Figure 1. Gate-type map.
(6 px per um)
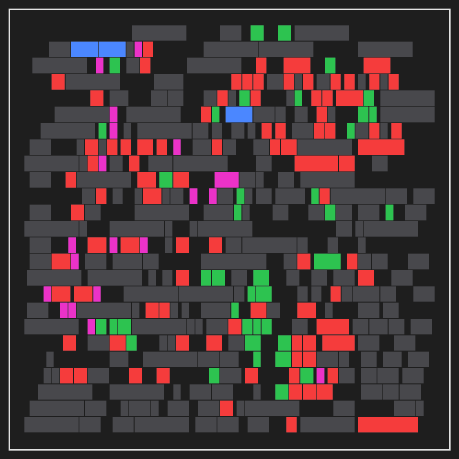
Figure 2. Met2 routing.
(4 px per um)
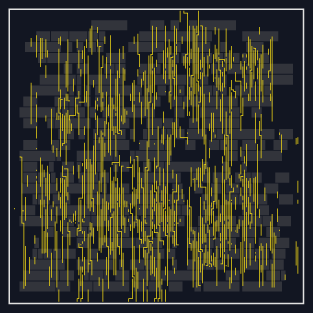
Figure 3. Routing congestion map.
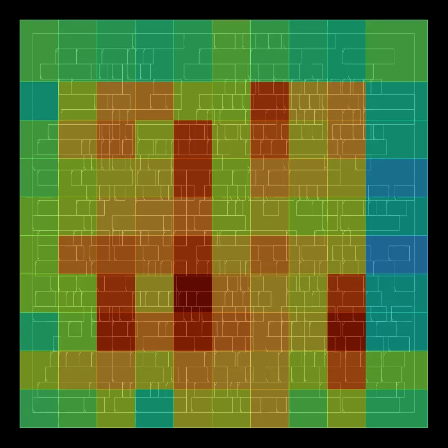
Design dooz_turn_ctrl, sky130hd; sources not shown.
==> results.sh <==
# yosys + openroad results
export IMPL_violations="capacitance limit, slew limit"
export IMPL_layout_min_cycle_time_ps=2710
export IMPL_n_clock_buffer=5
export IMPL_max_cap_violations=1
export IMPL_fp_util_pct=56.5
export IMPL_ys_sh_mux_pct=0.760
export IMPL_cts_max_level=2
export IMPL_max_stage_delay_ps=560
export IMPL_p_leak_nw=1.37
export IMPL_yosys_top_cells_count="dfrtp_1, nor2_1, o21ai_0"
export IMPL_fin_nets=366
export IMPL_fmax_mhz=368
export IMPL_run_status="complete, but fails checks"
export IMPL_non_clock_buffer_count=59
export IMPL_postCtsSetupRepairBufs=0
export IMPL_sw_frac_of_total_pct=39.3
export IMPL_clkPwrFrac_pct=23.1
export IMPL_power_density_mw_per_mm2=615
export IMPL_cts_made_buffers=5
export IMPL_slew_violations=42
Notes on Figure 1 above:
Red is aoi and oai cells, cells 89. Green is nand cells, cells 39. Blue is fa/ha/maj cells, cells 3. Magenta is inv cells, cells 19.
Finished Layout Cells: 404
combinational share of cell area: 43.9%

Notes on Figure 2 above:
The longest straight run is 38.1 um. The wires run mostly vertical. The layer carries 3200 um of wire. 303 nets have wire on it. The layer holds 46% of the routed length.
DR vias: 2535
Total Wirelength: 7.01 mm

Notes on Figure 3 above:
M2 GR Usage: 38.7%
Most Crowded Layer GR: met1
GRT Total Usage: 27.1%

